<file path="src/rtl/tpu_ctrl_pkg.sv">
// Shared definitions for the TPU issue path: opcode ranges, instruction
// classes, execution-unit indices and scheduler state encodings.
package tpu_ctrl_pkg;

  localparam logic [5:0] OPC_NOP    = 6'h00;
  localparam logic [5:0] OPC_DMA_HI = 6'h0F;
  localparam logic [5:0] OPC_WT_HI  = 6'h17;
  localparam logic [5:0] OPC_SYS_HI = 6'h1F;
  localparam logic [5:0] OPC_VPU_HI = 6'h2F;
  localparam logic [5:0] OPC_HALT   = 6'h3E;
  localparam logic [5:0] OPC_SYNC   = 6'h3F;

  typedef enum logic [2:0] {
    CLS_NOP,
    CLS_DMA,
    CLS_WT,
    CLS_SYS,
    CLS_VPU,
    CLS_SYNC,
    CLS_HALT,
    CLS_ILL
  } instr_class_e;

  // Bit positions in the {wt,dma,vpu,sys} unit vectors
  localparam int UNIT_SYS  = 0;
  localparam int UNIT_VPU  = 1;
  localparam int UNIT_DMA  = 2;
  localparam int UNIT_WT   = 3;
  localparam int NUM_UNITS = 4;

  // Encodings match the upper current_stage codes so they can be reported directly
  localparam logic [1:0] ST_RUN       = 2'b00;
  localparam logic [1:0] ST_SYNC_WAIT = 2'b10;
  localparam logic [1:0] ST_HALTED    = 2'b11;

endpackage

</file>
<file path="src/rtl/tpu_opcode_decode.sv">
// Combinational opcode classifier: maps a 6-bit opcode to its instruction
// class and, for unit operations, the one-hot target unit {wt,dma,vpu,sys}.
module tpu_opcode_decode
  import tpu_ctrl_pkg::*;
(
  input  logic [5:0]           opcode,
  output instr_class_e         cls,
  output logic [NUM_UNITS-1:0] unit_oh
);

  // Ranges are checked in ascending order so each branch only needs its upper bound
  always_comb begin
    cls     = CLS_ILL;
    unit_oh = '0;
    if (opcode == OPC_NOP) begin
      cls = CLS_NOP;
    end else if (opcode <= OPC_DMA_HI) begin
      cls               = CLS_DMA;
      unit_oh[UNIT_DMA] = 1'b1;
    end else if (opcode <= OPC_WT_HI) begin
      cls              = CLS_WT;
      unit_oh[UNIT_WT] = 1'b1;
    end else if (opcode <= OPC_SYS_HI) begin
      cls               = CLS_SYS;
      unit_oh[UNIT_SYS] = 1'b1;
    end else if (opcode <= OPC_VPU_HI) begin
      cls               = CLS_VPU;
      unit_oh[UNIT_VPU] = 1'b1;
    end else if (opcode == OPC_HALT) begin
      cls = CLS_HALT;
    end else if (opcode == OPC_SYNC) begin
      cls = CLS_SYNC;
    end
  end

endmodule

</file>
<file path="src/rtl/tpu_issue_scheduler.sv">
// Single-issue in-order scheduler feeding the SYS/VPU/DMA/WT units.
// Holds one instruction and issues it when its unit is free; handles SYNC
// barriers, HALT/resume and illegal opcodes.
// Optional feature macro: TPU_ISSUE_PERF_EN enables the retired-instruction
// and stall-cycle performance counters (tied to 0 otherwise).
module tpu_issue_scheduler
  import tpu_ctrl_pkg::*;
#(
  parameter int INSTR_W = 32,
  parameter int CNT_W   = 32
) (
  input  logic               clk,
  input  logic               rst_n,
  input  logic               in_valid,
  output logic               in_ready,
  input  logic [INSTR_W-1:0] instr_data,
  input  logic               sys_busy,
  input  logic               vpu_busy,
  input  logic               dma_busy,
  input  logic               wt_busy,
  input  logic               resume,
  output logic [3:0]         unit_issue,
  output logic [INSTR_W-1:0] issue_instr,
  output logic               pc_cnt,
  output logic               pipeline_stall,
  output logic [1:0]         current_stage,
  output logic               illegal_err,
  output logic [CNT_W-1:0]   instr_retired,
  output logic [CNT_W-1:0]   stall_cycles
);

  logic [1:0]           state;
  logic                 ir_valid;
  logic [INSTR_W-1:0]   ir;
  instr_class_e         ir_cls;
  logic [NUM_UNITS-1:0] ir_unit_oh;
  logic [NUM_UNITS-1:0] busy;
  logic [NUM_UNITS-1:0] eff_busy;
  logic                 is_unit_op;
  logic                 retire;
  logic                 issue_fire;
  logic                 accept;

  tpu_opcode_decode u_decode (
    .opcode  (ir[INSTR_W-1 -: 6]),
    .cls     (ir_cls),
    .unit_oh (ir_unit_oh)
  );

  assign busy = {wt_busy, dma_busy, vpu_busy, sys_busy};
  // A unit issued last edge has not raised busy yet; treat it as busy anyway
  assign eff_busy   = busy | unit_issue;
  assign is_unit_op = |ir_unit_oh;
  assign retire     = ir_valid && (state == ST_RUN) &&
                      (!is_unit_op || ((ir_unit_oh & eff_busy) == '0));
  assign issue_fire = retire && is_unit_op;

  assign in_ready       = (state == ST_RUN) && (!ir_valid || retire);
  assign accept         = in_valid && in_ready;
  assign pipeline_stall = ir_valid && !retire;
  assign current_stage  = (state == ST_RUN) ? {1'b0, ir_valid} : state;

  // Hold register payload; only meaningful while ir_valid is set
  always_ff @(posedge clk) begin
    if (accept) ir <= instr_data;
  end

  // Hold-register occupancy, issue pulses, retire pulse and sticky error
  always_ff @(posedge clk or negedge rst_n) begin
    if (!rst_n) begin
      ir_valid    <= 1'b0;
      unit_issue  <= '0;
      issue_instr <= '0;
      pc_cnt      <= 1'b0;
      illegal_err <= 1'b0;
    end else begin
      if (accept)      ir_valid <= 1'b1;
      else if (retire) ir_valid <= 1'b0;
      unit_issue  <= issue_fire ? ir_unit_oh : '0;
      issue_instr <= issue_fire ? ir : '0;
      pc_cnt      <= retire;
      if (retire && (ir_cls == CLS_ILL)) illegal_err <= 1'b1;
    end
  end

  // Scheduler state: RUN, SYNC barrier wait, HALTED until resume
  always_ff @(posedge clk or negedge rst_n) begin
    if (!rst_n) begin
      state <= ST_RUN;
    end else begin
      case (state)
        ST_RUN: begin
          if (retire && (ir_cls == CLS_SYNC))      state <= ST_SYNC_WAIT;
          else if (retire && (ir_cls == CLS_HALT)) state <= ST_HALTED;
        end
        ST_SYNC_WAIT: begin
          if ((busy == '0) && (unit_issue == '0)) state <= ST_RUN;
        end
        ST_HALTED: begin
          if (resume) state <= ST_RUN;
        end
        default: state <= ST_RUN;
      endcase
    end
  end

`ifdef TPU_ISSUE_PERF_EN
  logic [CNT_W-1:0] retired_q;
  logic [CNT_W-1:0] stall_q;

  // Free-running perf counters, wrapping naturally at 2^CNT_W
  always_ff @(posedge clk or negedge rst_n) begin
    if (!rst_n) begin
      retired_q <= '0;
      stall_q   <= '0;
    end else begin
      if (retire)         retired_q <= retired_q + CNT_W'(1);
      if (pipeline_stall) stall_q   <= stall_q + CNT_W'(1);
    end
  end

  assign instr_retired = retired_q;
  assign stall_cycles  = stall_q;
`else
  assign instr_retired = '0;
  assign stall_cycles  = '0;
`endif

endmodule

</file>
<file path="config.mk">
export PLATFORM = sky130hd
export DESIGN_NAME = tpu_issue_scheduler
export DESIGN_NICKNAME = d
export VERILOG_FILES = /design/src/rtl/tpu_ctrl_pkg.sv /design/src/rtl/tpu_opcode_decode.sv /design/src/rtl/tpu_issue_scheduler.sv
export SDC_FILE = /design/constraint.sdc
export NUM_CORES = 1
export LEC_CHECK = 0
export CORE_MARGIN = 8
export CORE_UTILIZATION = 44
export DETAILED_ROUTE_END_ITERATION = 10
export PLACE_DENSITY = 0.87
export SLEW_MARGIN = 20
export SYNTH_ARGS = -nofsm -noshare
export SYNTH_HDL_FRONTEND = slang
export SYNTH_SLANG_ARGS = --single-unit
</file>
<file path="constraint.sdc">
create_clock -name clk -period 6.2 [get_ports clk]
set_clock_uncertainty 0.15 [all_clocks]
set_input_delay 0.93 -clock clk [delete_from_list [all_inputs] [get_ports clk]]
set_output_delay 0.93 -clock clk [all_outputs]
set_load 0.02 [all_outputs]
</file>
==> flow_summary.yaml, run 1 <==
# yosys + openroad results
final_layout:
  nClkBuffers: 9
  diodes: 0
  comb_cells: 137
  comb_share_pct: 21.51
  lay_top_cells: "clkdlybuf4s50_1 (80), conb_1 (64), dfrtp_1 (41)"
  reg_top3: "ir x32, issue_instr x32, unit_issue x4"
  fill_cells: 566
  nFlopsAndLatches: 73
  area_share_nonclk_buffers_pct: 20.21
  area_growth_pct: 27.51
  largest_class: "flip-flops and latches"
  clock_area_share_pct: 5.409
  num-nonclk-inverters: 4
  nNetsFinal: 347
  seq_share_pct: 49.36
  comb_area_um2: 865.8
  lay_top_count: "clkdlybuf4s50_1"
critical_path:
  reg2reg_to: "ir[0]$_DFFE_PP_"
  critPathKind: "primary input to primary output"
  reg2reg_slack_ns: 3.60
  start_kind: "primary input"
  cp.arrival_ns: 2.84
  worstPathCellList: "clkdlybuf4s50_1 -> nor2_1 -> o32a_2 -> nand2_4 -> inv_4 -> nor2_1 -> clkdlybuf4s50_1"
  crit_buf_inv: 3
  worstPathRequired_ns: 5.12
  r2r-start: "ir[27]$_DFFE_PP_"
  slowest_delay_ns: 0.63
  crit_family: "buffers and inverters"
  critPathCapture: "pipeline_stall"
synth:
  ys_top_logic_family: "buffers and inverters"
  area_leaders: "dfrtp_1 (33%), edfxtp_1 (30%), buf_4 (16%), nor3b_2 (7.9%), nor3b_1 (2.1%)"
  yosys.area.top_type_share_pct: 32.50
  ys_cells: 221
  ys_warn_count: 0
  synthArstFlopShare_pct: 56.16
  synth_area_per_cell_um2: 14.28
  synth.distinct_cells: 36
  ys_sh_mux_pct: 0
  ys.flops: 73
  top_cells_by_count: "buf_4 (66), dfrtp_1 (41), edfxtp_1 (32), nor3b_2 (20), nor2_1 (11)"
  fa_ha_area_share_pct: 0
  ys_seq_share_pct: 62.94
  netlist.top_cell.by_area: "dfrtp_1"
grt:
  grt.overflow.total: 0
  gr-usage-met3_pct: 6.837
  busiest_layer: "met2"
  grt_usage_pct: 12.52
  grt_pass1_vias: 1946
sta:
  fmax_ghz: 0.2553
  fin_crit_sh_pct: 63.18
  hold_viol: 0
  worst_slack_ns: 2.283
  slew_headroom_pct: 32.07
  setup_viol: 0
  whs_ns: 0.3435
  min_period_ns: 3.917
  tns_ns: 0
  rsz0062_at_grt: "no"
clock_network:
  htreeDepth: 3
  numCtsBuffers: 9
  hold_buffers: 0
  cts_tree: "done"
  clock.latency.late_pin_ns: 0.33
  cts_sinks: 73
  post_cts_resized: 0
  cts_setup_buffers: 0
routing:
  wl_met3_um: 908
  routed_wl_um: 6486
  drcViolationCount: 0
  top_layer: "met4"
  final_antenna_net_count: 0
  drt_iter0_drc: 113
placed_design:
  io_buffers: 81
  dp_slack_ns: 2.288
  dp_hpwl_um: 4782
  place_congestion: 0.8853
floorplan:
  coreArea_um2: 7098
  num_rows: 31
  ios: 146
  fp_util_pct: 44.47
  die_area_um2: 10140
  tapCellCount: 99
  fp.dieW_um: 100.7
pwr:
  combPwrFrac_pct: 39.6
  p_seq_share_pct: 40.0
  p_total_mw: 1.939
  intPower_mw: 1.243
  swShare_pct: 35.88
  netSwitchingPower_mw: 0.6958
job:
  drv_cap: 0
  warnings: 26
hold_path:
  hp-class: "flop to flop"
run_status:
  outcome: "finished, final reports clean"
run 1: metrics by stage:
stage	area (um^2)	cells
after detailed placement	3807	395
after global routing	4025	411
after global placement	3807	395
after CTS	4025	411
after floorplan	3393	284
final	4025	411
run 1: logic make-up after synthesis:
| kind of cell | Yosys count |
|---|---|
| buffers and inverters | 74 |
| DFF | 73 |
| and+or+nand+nor | 61 |
| AOI/OAI and AO/OA | 12 |
| other | 1 |
run 1: power by group through the flow:
stage               logic (mW)  registers (mW)  clock network [mW]
CTS                      0.780           0.776               0.409
global placement         0.757           0.777                   0
finish                   0.767           0.775               0.397
floorplan                0.377           0.880                   0
detailed placement       0.775           0.779                   0
global route             0.820           0.791               0.426
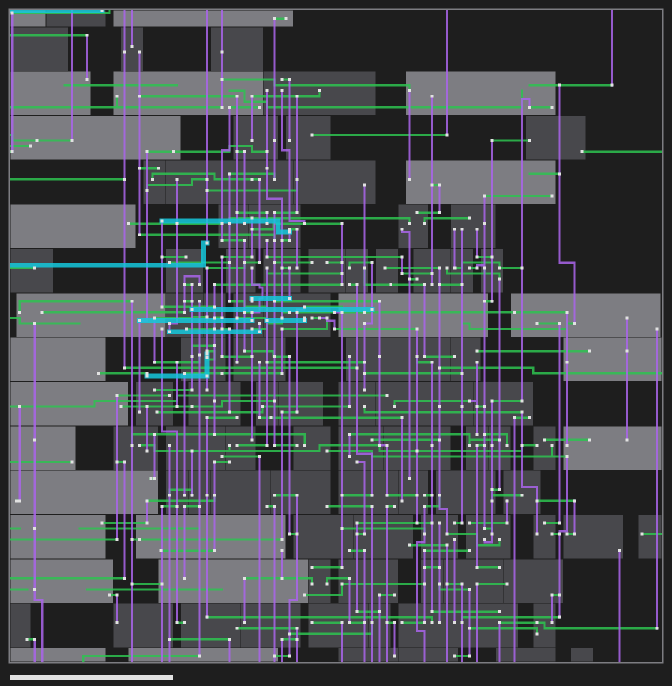
Run 1: layout detail
Bar = 10 um. Region (30, 10) to (70, 50) um. Cells in grey, sequential cells in the stronger grey; small squares are vias.
- metal 1: green
- metal 2: purple
- metal 3: cyan
- netlist names of flops here include: ir (5), issue_instr (5), unit_issue (3)
- cells with their middle in the window: 92
- most frequent: clkdlybuf4s50_1 (17), dfrtp_1 (13), nor2_1 (11)
- sequential cells in the window: 18

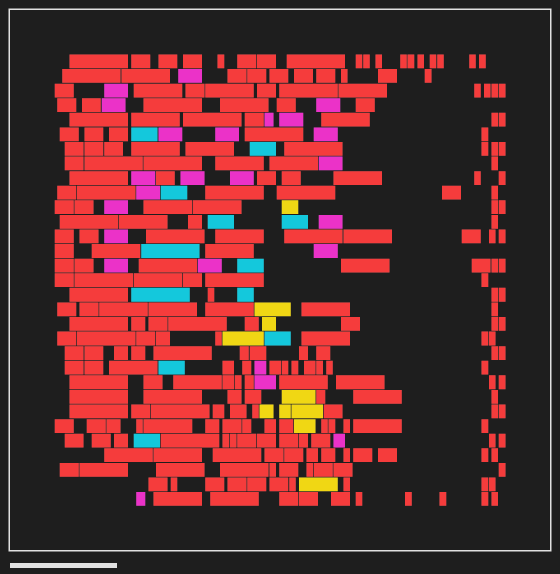
Run 1: sizing map
Bar = 20 um.
- _6 and larger: cyan (cells 12; share 3.8%)
- _3 and _4 cells: yellow (cells 10; share 3.2%)
- _2 cells: magenta (cells 24; share 7.7%)
- _0 and _1 cells: red (cells 266; share 85%)

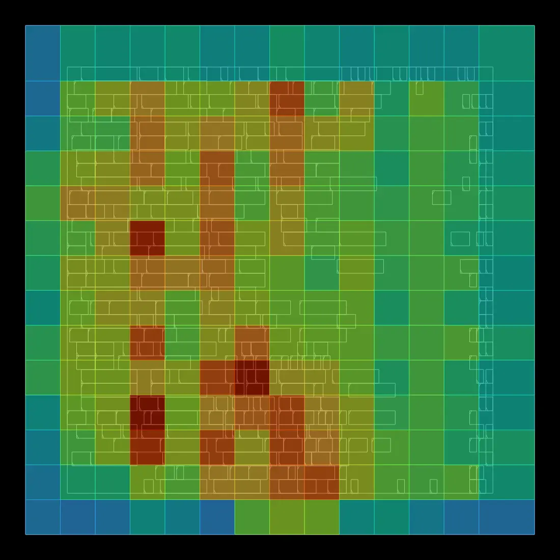
Run 1: routing congestion
mean routed wirelength per cell: 15.78 um
met1 Use GR: 13.46%

--- run 2 (diff from run 1) ---
- CORE_UTILIZATION: 44 -> 37
- PLACE_DENSITY: 0.87 -> 0.78
- clock period: 6.2 -> 3.4 ns (I/O delays scaled with it)
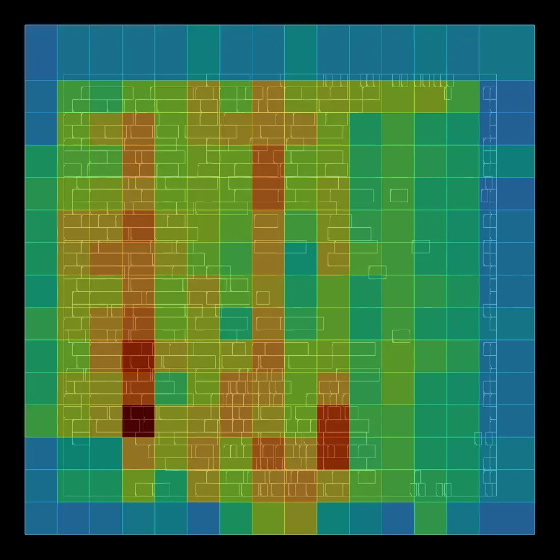
Run 2: routing congestion
M2 GR Usage: 17.79%
GRT busiest layer: met2
final core utilization: 49.15%
mean routed wirelength per cell: 15.63 um
gr usage total: 11.19%

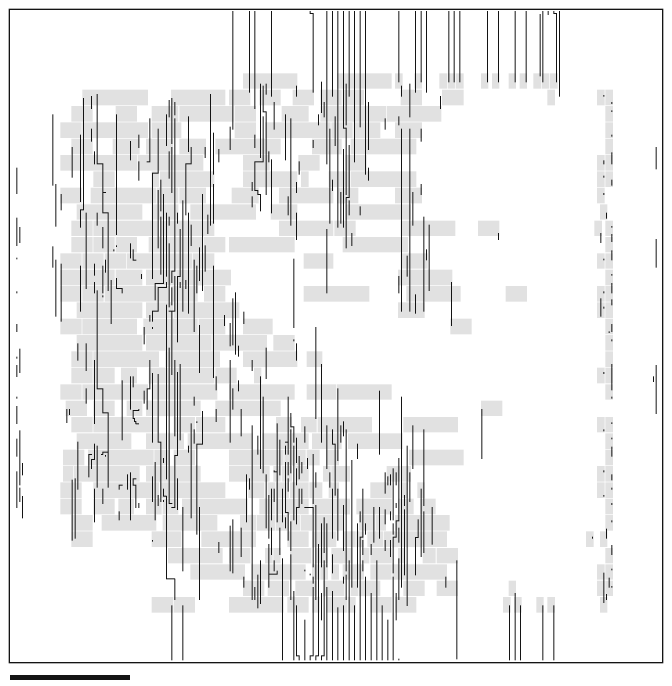
Run 2: signal wires on met2
Bar = 20 um.
- wire length on this layer: 3020 um
- share of all routed wire: 46%
- nets with wire on the layer: 324
- longest straight run: 35.9 um
Post-Route WL: 6534 um
vias: 1761

==> run 2 against run 1 <==
Compared with the run above: synthesized area is the same; first-iteration DRC count up 32%; sequential power rose by 81%; via count shrank 0.51%; sequential cell count unchanged; clock-buffer cell count rose by 2; die area increased by 16%; critical endpoint unchanged; largest cell class unchanged; largest power group is now combinational logic.
==> flow_summary.yaml, run 2 <==
# yosys + openroad results
synth:
  ys_warn_count: 0
  synth_area_per_cell_um2: 14.28
  ys_top_logic_family: "buffers and inverters"
  synth.distinct_cells: 36
  area_leaders: "dfrtp_1 (33%), edfxtp_1 (30%), buf_4 (16%), nor3b_2 (7.9%), nor3b_1 (2.1%)"
  synthArstFlopShare_pct: 56.16
  fa_ha_area_share_pct: 0
  netlist.top_cell.by_area: "dfrtp_1"
  top_cells_by_count: "buf_4 (66), dfrtp_1 (41), edfxtp_1 (32), nor3b_2 (20), nor2_1 (11)"
  ys_sh_mux_pct: 0
  ys_seq_share_pct: 62.94
  yosys.area.top_type_share_pct: 32.50
  ys_cells: 221
floorplan:
  fp_util_pct: 38.23
  num_rows: 33
  fp.dieW_um: 108.4
  ios: 146
  coreArea_um2: 8258
grt:
  met1_usage_pct: 11.95
  grt_pass1_vias: 1884
  gr-usage-met3_pct: 6.365
  grt.overflow.total: 0
placed_design:
  io_buffers: 81
  dp_slack_ns: 0.3830
  dp.cells: 402
  post_dp_cell_area_um2: 3822
  place_congestion: 0.7955
pwr:
  netSwitchingPower_mw: 1.258
  intPower_mw: 2.346
  top_power_group: "combinational logic"
  p_total_mw: 3.605
  swShare_pct: 34.90
  pg_seq_mw: 1.40
  clock_power_mw: 0.799
  combPwrFrac_pct: 39.1
  powerComb_mw: 1.41
final_layout:
  lay_top_cells: "clkdlybuf4s50_1 (80), conb_1 (64), dfrtp_1 (41)"
  fin_cells: 418
  reg_top3: "ir x32, issue_instr x32, unit_issue x4"
  area_growth_pct: 28.58
  lay_top_count: "clkdlybuf4s50_1"
  design_area_um2: 4059
hold_path:
  hp-class: "primary input to async pin"
sta:
  hold_viol: 0
  fmax_ghz: 0.3224
  rsz0062_at_grt: "no"
  setup_viol: 0
  whs_ns: 0.1768
  min_period_ns: 3.102
  fin_crit_sh_pct: 91.22
  tns_ns: 0
  slew_headroom_pct: 35.29
routing:
  top_layer: "met4"
  wl_met3_um: 993
  drcViolationCount: 0
clock_network:
  htreeDepth: 3
  post_cts_resized: 0
  clock.latency.late_pin_ns: 0.34
  cts_tree: "done"
  cts_setup_buffers: 0
  numCtsBuffers: 9
  cts_sinks: 73
critical_path:
  reg2reg_slack_ns: 1.13
  critPathKind: "flop to primary output"
  start_kind: "flop"
  reg2reg_to: "ir[21]$_DFFE_PP_"
run_status:
  outcome: "finished, final reports clean"
job:
  drv_cap: 0
-- run 2: cell counts after synthesis --
Identical to the previous run, type by type.
-- run 2: cell type report --
| cell class | count | area, um^2 |
|---|---|---|
| Sequential cell | 73 | 1987 |
| Clock buffer | 11 | 131.4 |
| Multi-Input combinational cell | 137 | 865.8 |
| Inverter | 4 | 17.52 |
| Tap cell | 105 | 131.4 |
| Fill cell | 700 | 4199 |
| Clock inverter | 5 | 105.1 |
| Timing Repair Buffer | 83 | 820.8 |
-- run 2: critical path: stages (launching register included) --
cell             delay [ns]
edfxtp_1               0.50
or3b_1                 0.46
o221a_4                0.26
nand2_4                0.13
inv_4                  0.07
nor2_1                 0.08
clkdlybuf4s50_1        0.61
--- run 3 (diff from run 2) ---
- RECOVER_POWER: default -> 100
- TNS_END_PERCENT: default -> 30
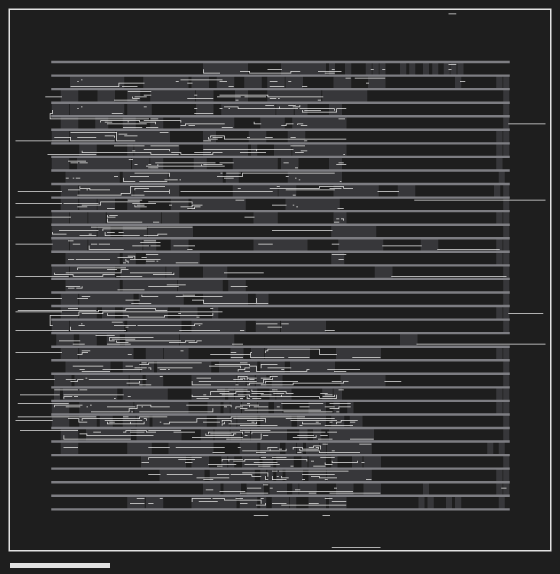
Run 3: met1 routing
Bar = 20 um. Supply wires on this layer in grey.
- wire length on this layer: 2450 um
- share of all routed wire: 37%
- longest straight run: 26.2 um
- nets with wire on the layer: 266
- main direction: horizontal
vias: 1759
met1 Use GR: 11.95%
Post-Route WL: 6570 um

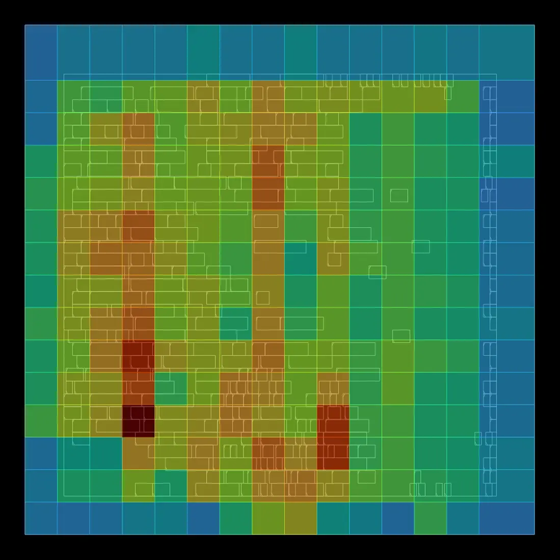
Run 3: routing congestion
met3 Usage GRT: 6.365%
final core utilization: 48.02%
mean routed wirelength per cell: 15.64 um

==> run 3 against run 2 <==
Compared with the run above: the flow now finishes with violations (capacitance limit, slew limit); synthesized area unchanged; first-iteration DRC count decreased by 9.4%; clock-buffer cell count unchanged; die area unchanged; largest cell class unchanged; sequential power hardly changed; sequential cell count did not move; critical path type unchanged; global-route usage did not move; final area fell by 2.3%; cell count rose by 0.48%; critical path depth did not move.
==> flow_summary.yaml, run 3 <==
# yosys + openroad results
run_status:
  outcome: "finished with violations"
  violations: "capacitance limit, slew limit"
grt:
  grt_antenna_before_repair: 2
  grt.overflow.total: 0
  grt_pass1_vias: 1884
  grt_pass1_wl_um: 9936
  grt_usage_pct: 11.19
synth:
  synthArstFlopShare_pct: 56.16
  yosys.area.top_type_share_pct: 32.50
  syn_inst: 221
  fa_ha_area_share_pct: 0
  ys_top_logic_family: "buffers and inverters"
  synth.distinct_cells: 36
  ys.flop_type: "dfrtp_1"
  ys_seq_share_pct: 62.94
  ys.flops: 73
  area_leaders: "dfrtp_1 (33%), edfxtp_1 (30%), buf_4 (16%), nor3b_2 (7.9%), nor3b_1 (2.1%)"
  ys_warn_count: 0
  most_common_cell: "buf_4"
  top_cells_by_count: "buf_4 (66), dfrtp_1 (41), edfxtp_1 (32), nor3b_2 (20), nor2_1 (11)"
  synthXorXnorAreaFrac_pct: 0
  synth_area_per_cell_um2: 14.28
  ys_area_um2: 3157
  ys_cells: 221
  ys_sh_mux_pct: 0
  netlist.top_cell.by_area: "dfrtp_1"
final_layout:
  diodes: 2
  comb_share_pct: 19.44
  seqCellArea_um2: 1987
  clock_area_share_pct: 5.964
  num-nonclk-inverters: 4
  lay_top_cells: "dlygate4sd3_1 (74), conb_1 (64), dfrtp_1 (41)"
  fin_cells: 420
  nFlopsAndLatches: 73
  fill_cells: 715
  comb_cells: 137
  largest_class: "flip-flops and latches"
  layout-drive-gt1-share_pct: 8.307
  nNetsFinal: 348
  comb_area_um2: 770.7
  area_growth_pct: 25.60
  nClkBuffers: 11
  seq_share_pct: 50.11
  lay_top_count: "dlygate4sd3_1"
  reg_top3: "ir x32, issue_instr x32, unit_issue x4"
  n_all_buffers: 83
  design_area_um2: 3965
  area_share_nonclk_buffers_pct: 20.61
routing:
  wl_met3_um: 989
  wl_met1_um: 2454
  final_antenna_net_count: 0
  drt_iter0_drc: 135
  top_layer: "met4"
  drcViolationCount: 0
  drt-pass1-iter-count: 4
  wl_met2_um: 3045
  viasPerCell: 4.188
sta:
  tns_ns: 0
  setup_viol: 0
  hold_viol: 0
  slew_violations: 42
  worst_slack_ns: 0.2376
  fin_crit_sh_pct: 93.01
  min_period_ns: 3.162
  worst_pin_slew_ns: 2.317
  slew_headroom_pct: -54.45
  fmax_ghz: 0.3162
  rsz0062_at_grt: "no"
  whs_ns: 0.3446
clock_network:
  cts_setup_buffers: 0
  cts_sinks: 73
  numCtsBuffers: 9
  clock.latency.late_pin_ns: 0.34
  cts_root_buf: "clkbuf_8"
  post_cts_resized: 0
  cts_tree: "done"
  clockBufferDepth: 2
  htreeDepth: 3
  hold_buffers: 0
critical_path:
  slowest_delay_ns: 0.68
  cp.arrival_ns: 2.50
  critPathKind: "flop to primary output"
  cpMaxStageDelayCell: "dlygate4sd3_1"
  worstPathCellList: "or2_0 -> o32a_2 -> nand2_4 -> inv_4 -> nor2_1 -> dlygate4sd3_1"
  crit_buf_inv: 2
  start_kind: "flop"
  reg2reg_slack_ns: 0.86
  critPathCapture: "pipeline_stall"
  crit_family: "buffers and inverters"
  path_depth: 6
  end_kind: "primary output"
  r2r-start: "ir[26]$_DFFE_PP_"
  reg2reg_to: "ir[21]$_DFFE_PP_"
  worstPathRequired_ns: 2.74
pwr:
  top_power_group: "sequential cells"
  netSwitchingPower_mw: 1.228
  combPwrFrac_pct: 36.5
  swShare_pct: 35.50
  clock_power_mw: 0.802
  powerComb_mw: 1.26
  intPower_mw: 2.231
  p_total_mw: 3.459
  peakVddDrop_mv: 0.5082
  p_seq_share_pct: 40.3
  pg_seq_mw: 1.39
floorplan:
  fp.dieW_um: 108.4
  ios: 146
  coreArea_um2: 8258
  num_rows: 33
  fp_util_pct: 38.23
  tapCellCount: 105
  die_area_um2: 11740
placed_design:
  place_congestion: 0.7955
  post_dp_cell_area_um2: 3822
  dp.cells: 402
  dp_hpwl_um: 4748
  dp_slack_ns: 0.3830
  io_buffers: 81
hold_path:
  hp-class: "flop to flop"
  hold-path-cell-count: 1
  worstHoldStart: "illegal_err$_DFFE_PN0P_"
job:
  warnings: 26
  drv_cap: 1
## run 3: netlist changes by cell type in the layout (fill, tap and decap cells not counted)
cell	previous run	this run
diode_2	0	2
o21ai_1	1	0
clkdlybuf4s50_1	80	6
o21ai_0	2	3
nor3b_2	19	0
nor3b_1	9	28
clkbuf_2	0	1
buf_4	2	1
dlygate4sd3_1	0	74
clkbuf_1	2	3
or2_1	1	0
buf_2	1	0
or2_0	0	1
## run 3: routing by layer
| layer | track usage, % | vias up |
|---|---|---|
| met5 | 0 | - |
| met4 | 4.888 | 0 |
| met3 | 6.365 | 6 |
| met2 | 17.79 | 104 |
| met1 | 11.95 | 845 |
| li1 | - | 804 |
Power figures rest on the tool's default switching activity, not on a simulated workload.
